==> src/rtl/instr_fetch_unit_pkg.sv <==
// rtl/instr_fetch_unit_pkg.sv - shared fetch-state encodings and defaults for instr_fetch_unit
package instr_fetch_unit_pkg;

    // Fetch FSM encodings
    typedef enum logic [1:0] {
        FS_IDLE = 2'd0,
        FS_REQ  = 2'd1,
        FS_HOLD = 2'd2
    } fetch_state_t;

    localparam int DEFAULT_ADDR_W  = 32;
    localparam int DEFAULT_INSTR_W = 32;
    localparam int DEFAULT_PC_STEP = 4;

endpackage

==> src/rtl/instr_fetch_unit.sv <==
// rtl/instr_fetch_unit.sv - instruction fetch: PC -> imem req/ack -> single-entry buffer -> decode
//
// Ports:
//   clk, reset          clock (rising edge), asynchronous active-high reset
//   pc_in / pc_next     current PC from the external PC register / next PC back to it (combinational)
//   redirect_valid/_target  taken branch/jump pulse and its target
//   imem_req/_addr      fetch request and address, held until imem_ack
//   imem_ack/_rdata     memory response
//   instr_valid/_ready  handshake to decode
//   instr_out/instr_pc  buffered instruction and its PC
module instr_fetch_unit
    import instr_fetch_unit_pkg::*;
#(
    parameter int ADDR_W  = DEFAULT_ADDR_W,
    parameter int INSTR_W = DEFAULT_INSTR_W,
    parameter int PC_STEP = DEFAULT_PC_STEP
) (
    input  logic               clk,
    input  logic               reset,
    input  logic [ADDR_W-1:0]  pc_in,
    output logic [ADDR_W-1:0]  pc_next,
    input  logic               redirect_valid,
    input  logic [ADDR_W-1:0]  redirect_target,
    output logic               imem_req,
    output logic [ADDR_W-1:0]  imem_addr,
    input  logic               imem_ack,
    input  logic [INSTR_W-1:0] imem_rdata,
    output logic               instr_valid,
    input  logic               instr_ready,
    output logic [INSTR_W-1:0] instr_out,
    output logic [ADDR_W-1:0]  instr_pc
);

    fetch_state_t      state;
    logic [ADDR_W-1:0] req_addr;
    // Set when a redirect lands while a request is outstanding; the
    // eventual response belongs to the stale path and must be dropped.
    logic              discard;

    logic              fetch_done;

    assign imem_req   = (state == FS_REQ);
    assign imem_addr  = req_addr;
    assign fetch_done = (state == FS_REQ) && imem_ack && !discard;

    always_comb begin
        pc_next = pc_in;
        if (redirect_valid) begin
            pc_next = redirect_target;
        end else if (fetch_done) begin
            pc_next = pc_in + ADDR_W'(PC_STEP);
        end
    end

    always_ff @(posedge clk or posedge reset) begin
        if (reset) begin
            state       <= FS_IDLE;
            req_addr    <= '0;
            discard     <= 1'b0;
            instr_out   <= '0;
            instr_pc    <= '0;
            instr_valid <= 1'b0;
        end else begin
            case (state)
                FS_IDLE: begin
                    state    <= FS_REQ;
                    req_addr <= pc_in;
                end
                FS_REQ: begin
                    if (imem_ack) begin
                        if (redirect_valid) begin
                            // Response dropped; restart straight at the new target
                            // since the PC register only sees it next cycle.
                            discard  <= 1'b0;
                            req_addr <= redirect_target;
                        end else if (discard) begin
                            // Stale response; PC already holds the redirected value.
                            discard  <= 1'b0;
                            req_addr <= pc_in;
                        end else begin
                            instr_out   <= imem_rdata;
                            instr_pc    <= req_addr;
                            instr_valid <= 1'b1;
                            state       <= FS_HOLD;
                        end
                    end else if (redirect_valid) begin
                        // No abort on the memory side: keep the request up and
                        // throw its data away when it arrives.
                        discard <= 1'b1;
                    end
                end
                FS_HOLD: begin
                    if (redirect_valid) begin
                        instr_valid <= 1'b0;
                        state       <= FS_REQ;
                        req_addr    <= redirect_target;
                    end else if (instr_ready) begin
                        instr_valid <= 1'b0;
                        state       <= FS_REQ;
                        req_addr    <= pc_in;
                    end
                end
                default: begin
                    state <= FS_IDLE;
                end
            endcase
        end
    end

endmodule

==> config.mk <==
export PLATFORM = sky130hd
export DESIGN_NAME = instr_fetch_unit
export DESIGN_NICKNAME = d
export VERILOG_FILES = /design/src/rtl/instr_fetch_unit_pkg.sv /design/src/rtl/instr_fetch_unit.sv
export SDC_FILE = /design/constraint.sdc
export NUM_CORES = 1
export LEC_CHECK = 0
export ABC_AREA = 1
export CORE_MARGIN = 3
export CORE_UTILIZATION = 39
export DETAILED_ROUTE_END_ITERATION = 10
export MAX_ROUTING_LAYER = met4
export PLACE_DENSITY_LB_ADDON = 0.12
export REMOVE_ABC_BUFFERS = 1
export SYNTH_ARGS = -nofsm -noshare
export SYNTH_HDL_FRONTEND = slang
export SYNTH_SLANG_ARGS = --single-unit
==> constraint.sdc <==
create_clock -name clk -period 3.5 [get_ports clk]
set_clock_uncertainty 0.2 [all_clocks]
set_input_delay 0.7 -clock clk [delete_from_list [all_inputs] [get_ports clk]]
set_output_delay 0.7 -clock clk [all_outputs]
set_load 0.1 [all_outputs]
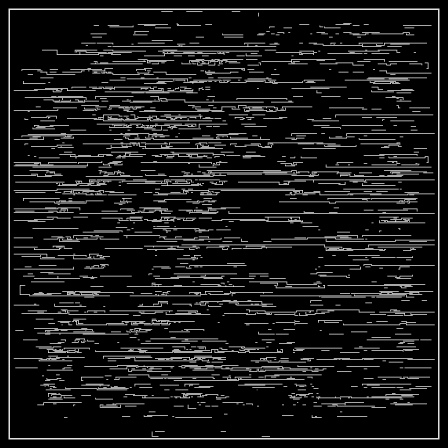
Figure 1: run 1, M1 wires.
share of all routed wire = 44%
nets with wire on the layer = 843
main direction = horizontal

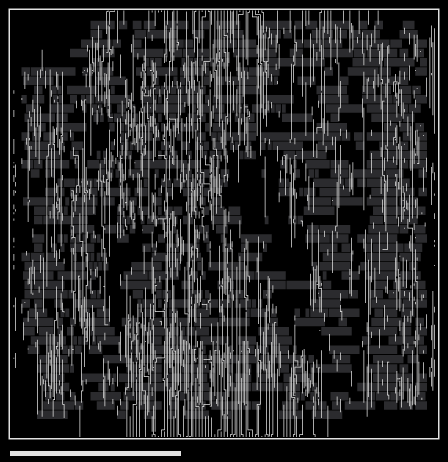
Figure 2: run 1, metal 2.
The bar under the picture is 50 um long.
nets with wire on the layer = 826
main direction = vertical
wire length on this layer = 8190 um

==> run_results.csv, run 1 <==
group,metric,value,unit
floorplan,rows,43,
placed_design,final_wtd_congestion,0.880,
synthesis,top_area_share,45.0,%
timing,layout_min_cycle_time,3.41,ns
grt,globalRoute.totalOverflow,0,
cts,cts.clk_slew.worst_paths,0.07,ns
critical_path,worstPathMaxFanout,5,
placed_design,detailed_place_hpwl,13200,um
cells_and_area,syn2layout_area_growth,55.2,%
synthesis,synthesis.yosys.warnings,0,
grt,grt_start_max_net_pins,65,
floorplan,die_x,125,um
critical_path,crit_required,2.60,ns
detailed_routing,drt_first_iter_violations,220,
synthesis,top_cells_by_area,"sky130_fd_sc_hd__dfrtp_1, sky130_fd_sc_hd__nand2_1, sky130_fd_sc_hd__mux2_4, sky130_fd_sc_hd__o21ai_0, sky130_fd_sc_hd__mux2_2",
cells_and_area,fraction_of_layout_instances_using_a_drive_strength_above_1,30.5,%
synthesis,synth-cells-yosys,631,
grt,antenna_violations_before_repair,0,
cts,cts_root_buf,"sky130_fd_sc_hd__clkbuf_16",
timing,relSlewSlack,60.0,%
cts,cts.htree.levels,3,
detailed_routing,met2_wirelength,8190,um
cts,cts_bufs_inserted,9,
synthesis,synthArstFlopShare,100,%
critical_path,setup.worst_path.end_class,"output pin",
detailed_routing,vias,5190,
synthesis,syn-cell-area,5570,sq um
detailed_routing,first_pass_iters,4,
floorplan,die_h,125,um
floorplan,io_pins,231,
detailed_routing,antenna_left,0,
synthesis,synth.cells.most_frequent,"sky130_fd_sc_hd__nand2_1, sky130_fd_sc_hd__dfrtp_1, sky130_fd_sc_hd__o21ai_0, sky130_fd_sc_hd__inv_1, sky130_fd_sc_hd__mux2_4",
job,warning_count,28,
detailed_routing,wl_per_cell,16.4,um
job,cap_violations,0,
synthesis,enable_flop_cells,0,
grt,grtUsageTotal,22.5,%
detailed_routing,via_per_inst,4.92,
critical_path,worst_setup_path_start_kind,"primary input",
synthesis,syn_inst,631,
timing,fmax,0.294,GHz
critical_path,critPathArrivalTime,2.51,ns
cts,tritoncts_clock_tree,"done",
timing,finalHoldViolations,0,
floorplan,chip_area,15700,sq um
status,outcome,"completed",
cts,clk_ins_delay_skew_pair,0.35,ns
grt,grt_pass1_vias,5313,
cells_and_area,fill_cells,1163,
placed_design,port-buffer-count,230,
synthesis,synth_top_cell_by_area,"sky130_fd_sc_hd__dfrtp_1",
cells_and_area,design.final.nets,976,
synthesis,yosysChipArea,5570,sq um
detailed_routing,top_signal_layer_used,"met4",
timing,finalMaxSlewViolations,0,
cells_and_area,layout_top_cells,"sky130_fd_sc_hd__nand2_1, sky130_fd_sc_hd__buf_4, sky130_fd_sc_hd__dfrtp_1, sky130_fd_sc_hd__clkdlybuf4s50_1, sky130_fd_sc_hd__o21ai_0",
grt,grt_first_pass_wirelength,27800,um
timing,finalClockPeriodUsage,97.3,%
synthesis,register_share_after_synthesis,45.0,%
detailed_routing,wirelength,17300,um
detailed_routing,routed-wl-met3,943,um
synthesis,synth_dominant_cell_count,"sky130_fd_sc_hd__nand2_1",
cells_and_area,insertedDiodeCount,0,
cells_and_area,layout_top_cell_excl_fill_tap,"sky130_fd_sc_hd__nand2_1",
synthesis,commonest_register_cell_after_synthesis,"sky130_fd_sc_hd__dfrtp_1",
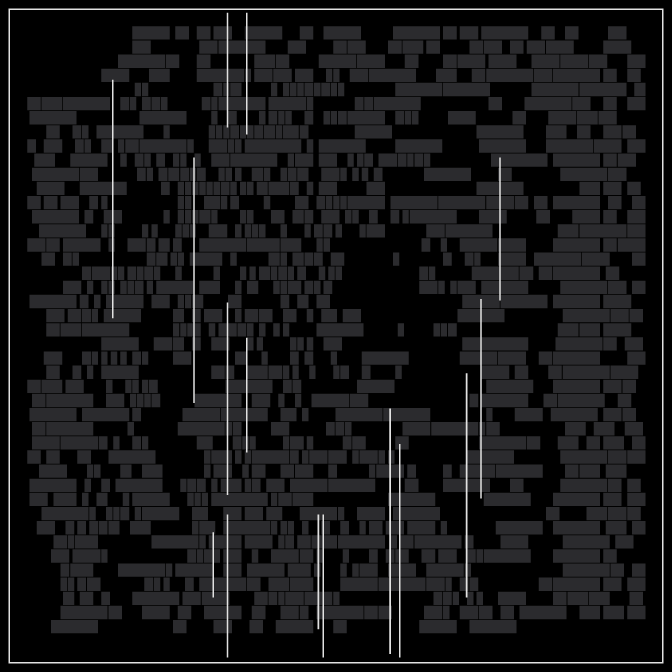
Figure 3: run 1, M4 wires.
wire length on this layer = 480 um
longest straight run = 46.9 um

## run 1: final timing paths
check                             start             to  slack (ns)  depth (start not counted)
min reg2reg                instr_pc[24]   instr_pc[24]        0.31                          1
max reg2reg                    state[1]  imem_addr[22]        1.29                          9
min                        instr_pc[24]   instr_pc[24]        0.31                          1
max                            pc_in[5]    pc_next[28]        0.09                         11
max in group asynchronous         reset   instr_pc[17]        1.81                          3
min in group asynchronous         reset  instr_out[19]        0.54                          2
## run 1: state kept, by name, indices dropped and copies added (netlist names)
register,flops
imem_addr,32
instr_pc,32
instr_out,32
state,2
discard,1
instr_valid,1
## run 1: layer usage
| layer | vias up | track usage (%) |
|---|---|---|
| met5 | - | - |
| met4 | 0 | 8.42 |
| met3 | 34 | 4.49 |
| met2 | 182 | 35.8 |
| met1 | 2425 | 28.5 |
| li1 | 2549 | - |
## run 1: worst max-delay path, cell delays in order
cell	delay, ns
sky130_fd_sc_hd__clkdlybuf4s50_1	0.56
sky130_fd_sc_hd__nand2_1	0.12
sky130_fd_sc_hd__nor2_4	0.20
sky130_fd_sc_hd__buf_6	0.13
sky130_fd_sc_hd__nand3b_1	0.15
sky130_fd_sc_hd__nor2_4	0.16
sky130_fd_sc_hd__nand2_1	0.07
sky130_fd_sc_hd__nand2_1	0.06
sky130_fd_sc_hd__nand3_1	0.08
sky130_fd_sc_hd__nand2_2	0.10
sky130_fd_sc_hd__buf_12	0.17
## run 1: what timing repair did
action / 4_1_cts / 5_1_grt
endpoints found under the setup margin: 0 / 17
gates resized: 0 / 18
hold endpoints to repair: 0 / 0
hold buffers: 0 / 0
buffers inserted: 0 / 4
## run 1: final cells by class
class / instances / area, sq um / share of cell area [%]
Tap cell: 180 / 225 / 2.61
Timing Repair Buffer: 255 / 2610 / 30.2
Clock buffer: 10 / 229 / 2.65
Inverter: 54 / 205 / 2.38
Sequential cell: 100 / 2500 / 29.0
Clock inverter: 5 / 108 / 1.25
Multi-Input combinational cell: 450 / 2760 / 31.9
## run 1: stage by stage
step	TNS [ns]	area [sq um]	std cells	setup WS, ns	utilization [%]
final	0	8640	1054	0.0936	62.0
after detailed placement	0	8220	1035	0.00455	59.0
after floorplan	-61.41	5410	604	-3.24	-
after CTS	0	8550	1050	0.00600	61.4
after global placement	0	8220	1035	0.0285	59.0
after global routing	-0.00869	8640	1054	-0.00618	62.0
## run 1: kinds of logic (layout without fill, tap and decap cells)
logic type      count (synthesis)  count (layout)  share of synthesized area, %
fa+ha+maj                       5               5                          1.12
simple gates                  280             280                          21.9
flops                         100             100                          45.0
xor+xnor                        6               6                         0.944
compound gates                 91              91                          8.34
buf+inv                        81             324                          6.45
mux                            68              68                          16.2
==> run 2: changes to the inputs <==
--- a/config.mk
+++ b/config.mk
@@ -8,6 +8,7 @@
 export ABC_AREA = 1
 export CORE_MARGIN = 3
 export CORE_UTILIZATION = 39
+export CTS_BUF_LIST = sky130_fd_sc_hd__clkbuf_16
 export DETAILED_ROUTE_END_ITERATION = 10
 export MAX_ROUTING_LAYER = met4
 export PLACE_DENSITY_LB_ADDON = 0.12
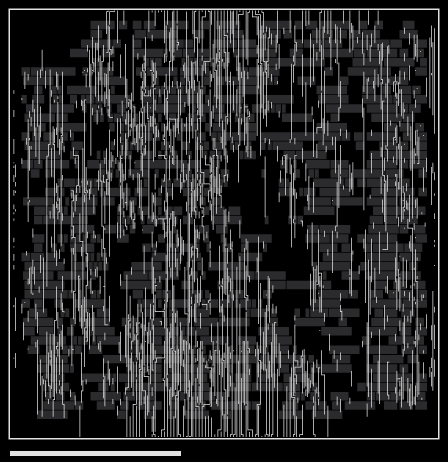
Figure 4: run 2, metal 2.
The bar under the picture is 50 um long.
routed vias: 5187
met2 usage in global routing: 35.8%

==> run 2 against run 1 <==
  * Synthesized area unchanged
  * Global-route usage unchanged
  * Count of clock-buffer cells in the layout down 1
  * Core utilization unchanged
  * Sequential cell count unchanged
  * Hold slack unchanged
==> run_results.csv, run 2 <==
group,metric,value,unit
status,outcome,"completed",
detailed_routing,wl_per_cell,16.4,um
grt,grt_start_max_net_pins,65,
cts,cts.htree.levels,3,
synthesis,syn_inst,631,
synthesis,synth_top_cell_by_area,"sky130_fd_sc_hd__dfrtp_1",
detailed_routing,via_per_inst,4.92,
floorplan,die_x,125,um
cells_and_area,layout_top_cells,"sky130_fd_sc_hd__nand2_1, sky130_fd_sc_hd__buf_4, sky130_fd_sc_hd__dfrtp_1, sky130_fd_sc_hd__clkdlybuf4s50_1, sky130_fd_sc_hd__o21ai_0",
synthesis,syn-cell-area,5570,sq um
floorplan,chip_area,15700,sq um
timing,fmax,0.294,GHz
detailed_routing,first_pass_iters,4,
floorplan,rows,43,
job,cap_violations,0,
synthesis,top_area_share,45.0,%
placed_design,final_wtd_congestion,0.880,
critical_path,path_buffers,3,
synthesis,synth-cells-yosys,631,
timing,finalClockPeriodUsage,97.3,%
job,warning_count,28,
critical_path,cell_with_the_most_instances_on_the_worst_path,"sky130_fd_sc_hd__nand2_1",
critical_path,timing.critical_path.slowest_stage_cell,"sky130_fd_sc_hd__clkdlybuf4s50_1",
grt,grt_first_pass_wirelength,27800,um
critical_path,critPathArrivalTime,2.51,ns
cts,cts.clk_slew.worst_paths,0.07,ns
synthesis,synth_dominant_cell_count,"sky130_fd_sc_hd__nand2_1",
synthesis,yosysChipArea,5570,sq um
placed_design,placedCellCount,1035,
detailed_routing,wirelength,17300,um
synthesis,commonest_register_cell_after_synthesis,"sky130_fd_sc_hd__dfrtp_1",
synthesis,register_share_after_synthesis,45.0,%
cells_and_area,insertedDiodeCount,0,
cts,cts_root_buf,"sky130_fd_sc_hd__clkbuf_16",
cells_and_area,design.final.nets,976,
timing,relSlewSlack,60.0,%
timing,finalHoldViolations,0,
cts,post_cts_hold_buffer_count,0,
synthesis,synth.cells.most_frequent,"sky130_fd_sc_hd__nand2_1, sky130_fd_sc_hd__dfrtp_1, sky130_fd_sc_hd__o21ai_0, sky130_fd_sc_hd__inv_1, sky130_fd_sc_hd__mux2_4",
grt,globalRoute.totalOverflow,0,
cts,clk_ins_delay_skew_pair,0.35,ns
timing,setup_total_negative_slack,0,ns
critical_path,worstPathMaxFanout,5,
placed_design,port-buffer-count,230,
critical_path,setup.worst_path.end_class,"output pin",
synthesis,synthArstFlopShare,100,%
cells_and_area,fill_cells,1163,
cells_and_area,syn2layout_area_growth,55.2,%
critical_path,cpLargestDelayFamily,"simple AND/OR/NAND/NOR gates",
cts,cts_bufs_inserted,9,
grt,antenna_violations_before_repair,0,
cells_and_area,layout_top_cell_excl_fill_tap,"sky130_fd_sc_hd__nand2_1",
floorplan,io_pins,231,
detailed_routing,antenna_left,0,
critical_path,worst_setup_path_start_kind,"primary input",
critical_path,crit_required,2.60,ns
critical_path,delay_contributed_by_the_slowest_stage_of_the_critical_path,0.56,ns
synthesis,enable_flop_cells,0,
grt,grtUsageTotal,22.5,%
grt,grt_pass1_vias,5313,
floorplan,die_h,125,um
cells_and_area,layoutNonFillerInstCount,1054,
synthesis,top_cells_by_area,"sky130_fd_sc_hd__dfrtp_1, sky130_fd_sc_hd__nand2_1, sky130_fd_sc_hd__mux2_4, sky130_fd_sc_hd__o21ai_0, sky130_fd_sc_hd__mux2_2",
cells_and_area,fraction_of_layout_instances_using_a_drive_strength_above_1,30.5,%
critical_path,crit_chain,"clkdlybuf4s50_1 > nand2_1 > nor2_4 > buf_6 > nand3b_1 > nor2_4 > nand2_1 > nand2_1 > nand3_1 > nand2_2 > buf_12",
timing,layout_min_cycle_time,3.41,ns
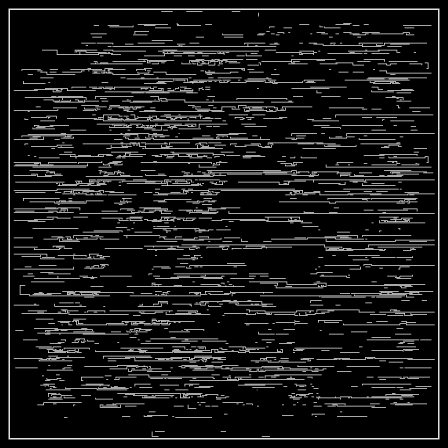
Figure 5: run 2, M1 wires.
main direction = horizontal
share of all routed wire = 44%
wire length on this layer = 7640 um
longest straight run = 60.3 um

run 2: cell counts after synthesis:
No cell type changed its count.
run 2: kinds of logic after synthesis:
logic type	count (synthesis)	synth area share (%)
AOI/OAI and AO/OA	91	8.34
xor gates and xnor gates	6	0.944
muxes	68	16.2
adders and majority gates	5	1.12
DFF	100	45.0
buffers and inverters	81	6.45
and+or+nand+nor	280	21.9
run 2: through the flow:
stage	instance area (sq um)	setup WS, ns	util, %	hold slack [ns]
2_1_floorplan	5410	-3.24	-	0.303
3_5_place_dp	8220	0.00455	59.0	0.295
5_1_grt	8640	-0.00618	62.0	0.326
3_3_place_gp	8220	0.0285	59.0	0.289
6_report	8640	0.0939	62.0	0.307
4_1_cts	8550	0.00600	61.4	0.311
run 2: per-layer routing:
layer | share of wire, % | GRT usage (%) | vias to the layer above
li1 | - | - | 2549
met1 | 44 | 28.5 | 2423
met2 | 48 | 35.8 | 183
met3 | 5.5 | 4.49 | 32
met4 | 2.7 | 8.42 | 0
met5 | 0 | - | -
run 2: path summary, 6_finish.rpt:
path,slack [ns],startpoint,endpoint,cells past startpoint
worst min-delay path,0.31,instr_pc[24],instr_pc[24],1
worst min register to register,0.31,instr_pc[24],instr_pc[24],1
max in group asynchronous,1.82,reset,instr_pc[17],3
worst max register to register,1.29,state[1],imem_addr[22],9
worst max-delay path,0.09,pc_in[5],pc_next[28],11
min in group asynchronous,0.54,reset,instr_out[19],2
run 2: final cells by class:
type / instances / area, sq um / area share (%)
Clock buffer: 9 / 225 / 2.61
Inverter: 54 / 205 / 2.38
Multi-Input combinational cell: 450 / 2760 / 31.9
Tap cell: 180 / 225 / 2.61
Clock inverter: 6 / 111 / 1.29
Timing Repair Buffer: 255 / 2610 / 30.2
Sequential cell: 100 / 2500 / 29.0
run 2: repair_timing:
item | in CTS | in global routing
setup endpoints to repair | 0 | 17
gates resized | 0 | 18
setup buffers | 0 | 4
hold endpoints to repair | 0 | 0
